===== config.mk =====
export PLATFORM = sky130hd
export DESIGN_NAME = c2f_req_arb
export DESIGN_NICKNAME = d
export VERILOG_FILES = /design/src/rtl/c2f_req_arb.sv
export SDC_FILE = /design/constraint.sdc
export NUM_CORES = 1
export LEC_CHECK = 0
export ABC_AREA = 1
export CORE_ASPECT_RATIO = 0.7
export CORE_MARGIN = 1.5
export CORE_UTILIZATION = 38
export DETAILED_ROUTE_END_ITERATION = 16
export PLACE_DENSITY = 0.81
export SYNTH_ARGS = -nofsm -noshare
export SYNTH_HDL_FRONTEND = slang
export SYNTH_SLANG_ARGS = --single-unit

===== constraint.sdc =====
create_clock -name QClk -period 2 [get_ports QClk]
set_input_delay 0.4 -clock QClk [delete_from_list [all_inputs] [get_ports QClk]]
set_output_delay 0.4 -clock QClk [all_outputs]
set_load 0.01 [all_outputs]

===== src/rtl/c2f_req_arb.sv =====
// Round-robin arbiter sharing one C2F request/response port between NUM_REQ requesters.
// Tracks one outstanding read per requester, routes responses by ThreadID, times out lost reads.
//   state   | meaning
//   ST_IDLE | no read outstanding for this requester
//   ST_WAIT | read granted, waiting for RD_RSP or timeout
module c2f_req_arb #(
    parameter int NUM_REQ     = 2,
    parameter int TIMEOUT_CYC = 1024
) (
    input  logic                    QClk,
    input  logic                    RstQnnnL,
    input  logic [NUM_REQ-1:0]      ReqValid,
    input  logic [2*NUM_REQ-1:0]    ReqOpcode,
    input  logic [32*NUM_REQ-1:0]   ReqAddress,
    input  logic [32*NUM_REQ-1:0]   ReqData,
    output logic [NUM_REQ-1:0]      ReqReady,
    output logic [NUM_REQ-1:0]      RspValid,
    output logic [31:0]             RspData,
    output logic [NUM_REQ-1:0]      RspTimeout,
    output logic                    C2F_ReqValidQ500H,
    output logic [1:0]              C2F_ReqOpcodeQ500H,
    output logic [1:0]              C2F_ReqThreadIDQ500H,
    output logic [31:0]             C2F_ReqAddressQ500H,
    output logic [31:0]             C2F_ReqDataQ500H,
    input  logic                    C2F_RspValidQ502H,
    input  logic [1:0]              C2F_RspOpcodeQ502H,
    input  logic [1:0]              C2F_RspThreadIDQ502H,
    input  logic [31:0]             C2F_RspDataQ502H,
    input  logic                    C2F_RspStall
);

    localparam logic [1:0] OP_RD     = 2'd0;
    localparam logic [1:0] OP_WR     = 2'd1;
    localparam logic [1:0] OP_RD_RSP = 2'd2;

    localparam int            TW   = (TIMEOUT_CYC > 1) ? $clog2(TIMEOUT_CYC) : 1;
    localparam logic [TW-1:0] TERM = TW'((TIMEOUT_CYC > 0) ? TIMEOUT_CYC - 1 : 0);

    typedef enum logic {
        ST_IDLE = 1'b0,
        ST_WAIT = 1'b1
    } rd_state_e;

    rd_state_e       state_q [NUM_REQ];
    rd_state_e       state_d [NUM_REQ];
    logic [TW-1:0]   timer_q [NUM_REQ];
    logic [TW-1:0]   timer_d [NUM_REQ];

    logic            run_q, run_d;
    logic [1:0]      rr_q, rr_d;
    logic            out_valid_q, out_valid_d;
    logic [1:0]      out_op_q, out_op_d;
    logic [1:0]      out_tid_q, out_tid_d;
    logic [31:0]     out_addr_q, out_addr_d;
    logic [31:0]     out_data_q, out_data_d;

    logic [NUM_REQ-1:0] eligible;
    logic [NUM_REQ-1:0] rsp_hit;
    logic [NUM_REQ-1:0] expire;
    logic               grant_any;
    logic [1:0]         grant_idx;
    logic [1:0]         sel_op;
    logic [31:0]        sel_addr;
    logic [31:0]        sel_data;

    // run_q keeps grants off until the first clock after reset release
    assign run_d = 1'b1;

    always_comb begin
        int idx;
        idx       = 0;
        eligible  = '0;
        ReqReady  = '0;
        grant_any = 1'b0;
        grant_idx = '0;
        for (int i = 0; i < NUM_REQ; i++) begin
            eligible[i] = ReqValid[i] &&
                          !(ReqOpcode[2*i +: 2] == OP_RD && state_q[i] == ST_WAIT);
        end
        if (run_q && !C2F_RspStall) begin
            for (int k = 0; k < NUM_REQ; k++) begin
                idx = int'(rr_q) + k;
                if (idx >= NUM_REQ) idx = idx - NUM_REQ;
                for (int j = 0; j < NUM_REQ; j++) begin
                    if (!grant_any && j == idx && eligible[j]) begin
                        grant_any = 1'b1;
                        grant_idx = 2'(j);
                    end
                end
            end
        end
        for (int j = 0; j < NUM_REQ; j++) begin
            ReqReady[j] = grant_any && (grant_idx == 2'(j));
        end
    end

    always_comb begin
        sel_op   = OP_RD;
        sel_addr = '0;
        sel_data = '0;
        for (int j = 0; j < NUM_REQ; j++) begin
            if (grant_idx == 2'(j)) begin
                sel_op   = ReqOpcode[2*j +: 2];
                sel_addr = ReqAddress[32*j +: 32];
                sel_data = ReqData[32*j +: 32];
            end
        end
        // the stage retires whenever stall is low; a grant may reload it in that same cycle
        out_valid_d = out_valid_q && C2F_RspStall;
        out_op_d    = out_op_q;
        out_tid_d   = out_tid_q;
        out_addr_d  = out_addr_q;
        out_data_d  = out_data_q;
        rr_d        = rr_q;
        if (grant_any) begin
            out_valid_d = 1'b1;
            out_op_d    = sel_op;
            out_tid_d   = grant_idx;
            out_addr_d  = sel_addr;
            out_data_d  = sel_data;
            rr_d        = (int'(grant_idx) + 1 >= NUM_REQ) ? 2'd0 : grant_idx + 2'd1;
        end
    end

    always_comb begin
        rsp_hit = '0;
        expire  = '0;
        for (int i = 0; i < NUM_REQ; i++) begin
            state_d[i] = state_q[i];
            timer_d[i] = timer_q[i];
            rsp_hit[i] = C2F_RspValidQ502H && C2F_RspOpcodeQ502H == OP_RD_RSP &&
                         C2F_RspThreadIDQ502H == 2'(i) && state_q[i] == ST_WAIT;
            // a response arriving on the expiry cycle takes precedence over the timeout
            expire[i]  = (TIMEOUT_CYC != 0) && state_q[i] == ST_WAIT &&
                         timer_q[i] == TERM && !rsp_hit[i];
            case (state_q[i])
                ST_IDLE: begin
                    if (ReqReady[i] && ReqOpcode[2*i +: 2] == OP_RD) begin
                        state_d[i] = ST_WAIT;
                        timer_d[i] = '0;
                    end
                end
                ST_WAIT: begin
                    if (rsp_hit[i] || expire[i]) state_d[i] = ST_IDLE;
                    else                         timer_d[i] = timer_q[i] + TW'(1);
                end
                default: state_d[i] = ST_IDLE;
            endcase
        end
    end

    assign RspValid             = rsp_hit;
    assign RspTimeout           = expire;
    assign RspData              = (|rsp_hit) ? C2F_RspDataQ502H : 32'd0;
    assign C2F_ReqValidQ500H    = out_valid_q;
    assign C2F_ReqOpcodeQ500H   = out_op_q;
    assign C2F_ReqThreadIDQ500H = out_tid_q;
    assign C2F_ReqAddressQ500H  = out_addr_q;
    assign C2F_ReqDataQ500H     = out_data_q;

    always_ff @(posedge QClk or negedge RstQnnnL) begin
        if (!RstQnnnL) begin
            run_q       <= 1'b0;
            rr_q        <= 2'd0;
            out_valid_q <= 1'b0;
            out_op_q    <= OP_RD;
            out_tid_q   <= 2'd0;
            out_addr_q  <= 32'd0;
            out_data_q  <= 32'd0;
            for (int i = 0; i < NUM_REQ; i++) begin
                state_q[i] <= ST_IDLE;
                timer_q[i] <= '0;
            end
        end else begin
            run_q       <= run_d;
            rr_q        <= rr_d;
            out_valid_q <= out_valid_d;
            out_op_q    <= out_op_d;
            out_tid_q   <= out_tid_d;
            out_addr_q  <= out_addr_d;
            out_data_q  <= out_data_d;
            for (int i = 0; i < NUM_REQ; i++) begin
                state_q[i] <= state_d[i];
                timer_q[i] <= timer_d[i];
            end
        end
    end

endmodule


==> run_results.csv <==
group,metric,value,unit
pwr,max-vdd-ir-drop,0.000468,V
critical_path,worstPathMaxFanout,16,
clock_network,clock_tree.htree_level_count,3,
pwr,relative_contribution_of_combinational_cells_to_total_power,33.8,%
global_routing,grt_antenna_before_repair,1,
critical_path,worst-endpoint-arrival,1560,ps
sta,grt_setup_unrepaired,"yes",
run_status,status,"complete, no violations",
global_routing,grt_pass1_vias,5388,
global_routing,grt_start_max_net_pins,69,
floorplan,core_region_area,0.0123,sq mm
pwr,clkPwrFrac,28.8,%
yosys,post_synth_mux_area_share,0,%
yosys,compound_area_share,1.02,%
finish,layout.cell_area.non_filler,0.00845,sq mm
global_routing,globalRoute.totalOverflow,0,
critical_path,cpPeakStageDelay,210,ps
yosys,ys.flops,92,
yosys,main_area_contributors,"dfrtp_1 48%, nand3_1 17%, nand2_1 16%",
sta,finalSetupTns,0,ps
yosys,yosys.area_share.simple,41.4,%
yosys,synth_cells,653,
yosys,synth_chip_area,0.00479,sq mm
sta,setup_ws,41.4,ps
critical_path,cell_with_the_largest_stage_delay_on_the_worst_path,"dlygate4sd2_1",
critical_path,crit_chain,"dlygate4sd2_1 -> nand2_2 -> nor2_4 -> nand3_2 -> nor2_4 -> buf_6 -> nor2_4 -> buf_12 -> nor2_1 -> buf_2",
critical_path,crit_path_start_kind,"input port",
sta,crit_path_time_final,1960,ps
placement,port-buffer-count,279,
floorplan,top_level_ports,281,
pwr,netSwitchingPower,1.87,mW
pwr,p_leak,4.05,nW
sta,final-hold-violation-count,0,
drt,detail_route.first_pass.iterations,5,
pwr,sw_share,29.2,%
floorplan,die_y,96.9,um
yosys,ys_cells,653,
clock_network,cts_inserted_buffers,9,
sta,timing_max_transition_violations_final,0,
yosys,edf_count,0,
run,openroad.warnings,27,
yosys,cell_area_after_synthesis,0.00479,sq mm
clock_network,tritoncts,"yes",
pwr,pwr_density,759,mW/mm^2
-- timing repair --
action / in CTS / in global routing
gates cloned: 1 / 0
hold buffers: 1 / 0
setup endpoints to repair: 104 / 110
pin swaps: 14 / 12
buffers inserted: 9 / 4
resized: 182 / 36
hold endpoints to repair: 16 / 0
-- Yosys cell counts, types with 3 or more instances --
library cell / instances
nor2_1: 67
nand2_2: 5
nand3_1: 165
nand2_1: 206
buf_4: 3
clkbuf_1: 14
dfrtp_1: 92
buf_2: 15
nor3_1: 4
inv_1: 46
nand4_1: 6
xor2_1: 5
-- power by group through the flow --
stage / Clock, mW / Combinational [mW] / Sequential, mW
final: 1.85 / 2.17 / 2.40
after global routing: 1.99 / 2.37 / 2.44
after CTS: 1.89 / 2.15 / 2.40
after detailed placement: 0 / 2.11 / 2.42
after global placement: 0 / 2.08 / 2.41
after floorplan: 0 / 0.624 / 2.58
-- placed cells by master, fill, tap and decap left out, drive strengths merged --
cell / instances
ha: 2
a21o: 2
clkbuf: 11
bufinv: 2
dfrtp: 92
inv: 49
nor3b: 2
dlygate4sd2: 6
a21oi: 2
buf: 94
clkinv: 2
o21ai: 2
nand2: 211
conb: 2
clkdlybuf4s50: 231
clkdlybuf4s15: 1
a31oi: 1
dlymetal6s2s: 3
nand4: 6
xnor2: 2
dlygate4sd3: 1
and3: 1
a21boi: 1
nor3: 5
diode: 1
nand3b: 1
nor2: 68
xor2: 5
nand3: 165
-- worst paths after layout --
| kind | cells past startpoint | startpoint | to |
|---|---|---|---|
| setup / recovery | 10 | C2F_RspOpcodeQ502H[1] | RspData[4] |
| min in group asynchronous | 2 | RstQnnnL | timer_q[1] |
| setup reg to reg | 10 | state_q[1] | timer_q[15] |
| max in group asynchronous | 3 | RstQnnnL | timer_q[15] |
| hold reg to reg | 2 | C2F_ReqValidQ500H | C2F_ReqValidQ500H |
| hold / removal | 3 | ReqOpcode[3] | C2F_ReqOpcodeQ500H[1] |
-- metal layers --
layer | track usage [%] | wire, um | up-vias
li1 | - | - | 2723
met1 | 32.2 | 7110 | 2540
met2 | 40.7 | 7600 | 206
met3 | 6.97 | 1290 | 24
met4 | 6.15 | 277 | 0
met5 | 0 | 0 | -
-- final cells by class --
class	instances	area, sq um
repair buffers	337	3140
flip-flops and latches	92	2300
multi-input cells	478	2300
inverters	48	180
clock inverters	5	82.6
fillers	1002	3890
clock buffers	10	239
diodes	1	2.50
well taps	162	203
-- sequential cells by signal, summed over array words and instances, names as in the netlist --
signal / cells
C2F_ReqDataQ500H: 32
timer_q: 20
state_q: 2
C2F_ReqValidQ500H: 1
run_q: 1
C2F_ReqThreadIDQ500H: 1
rr_q: 1
C2F_ReqOpcodeQ500H: 2
C2F_ReqAddressQ500H: 32
-- through the flow --
stage,util [%],total power [mW]
final,68.5,6.41
after global routing,68.5,6.79
after CTS,67.6,6.44
after detailed placement,64.6,4.53
after global placement,64.6,4.50
after floorplan,-,3.20
-- worst min-delay path, cell delays in order --
cell	delay (ps)
dlymetal6s2s_1	150
nand2_1	70
nand3_1	60
Fig. 1: cell classes on the final placement
Scale bar: 50 um.
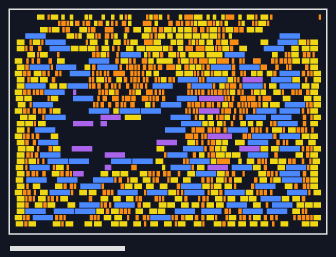
| color | class | cells |
|---|---|---|
| orange | remaining logic cells | 526 |
| blue | registers | 92 |
| purple | clock drivers and dummy loads | 15 |
| yellow | remaining buffers and delay cells | 337 |

Fig. 2: the metal 2 layer
Cells faint in the background.
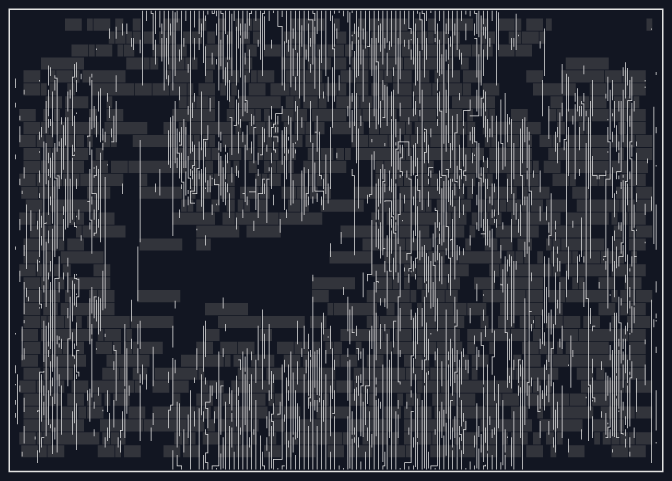
nets with wire on the layer: 901
wire length on this layer: 7600 um
share of all routed wire: 47%
longest straight run: 39.3 um
main direction: vertical
met2 Usage GRT: 40.7%
Routed Wire Length: 16300 um
routed via count: 5493

Fig. 3: selected gate families
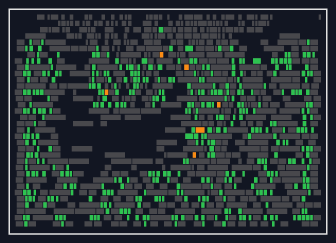
| color | family | cells |
|---|---|---|
| green | nand cells | 383 |
| orange | aoi and oai cells | 6 |

Fig. 4: cell outlines without signal wires
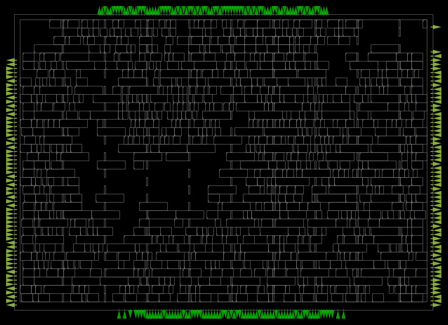
number of filler instances in the final layout: 1002
TAP cells: 162
share of the final layout cell area in sequential cells: 27.2%
count of sequential standard cells: 92
Layout Utilization: 68.5%

Fig. 5: clock distribution
Scale bar: 50 um.
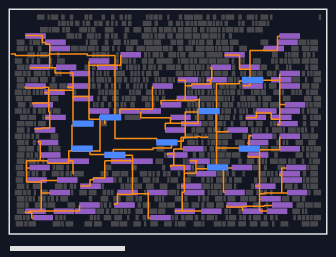
[blue] clock-net drivers | count: 9
[purple] flip-flops | count: 92
[orange] clock wires | length: 1170 um
routed clock nets: 10
flops lie: widely spread
power of the clock network: 1.85 mW
worst clock skew: 5.34 ps

Power is estimated from default activity; no workload was simulated.
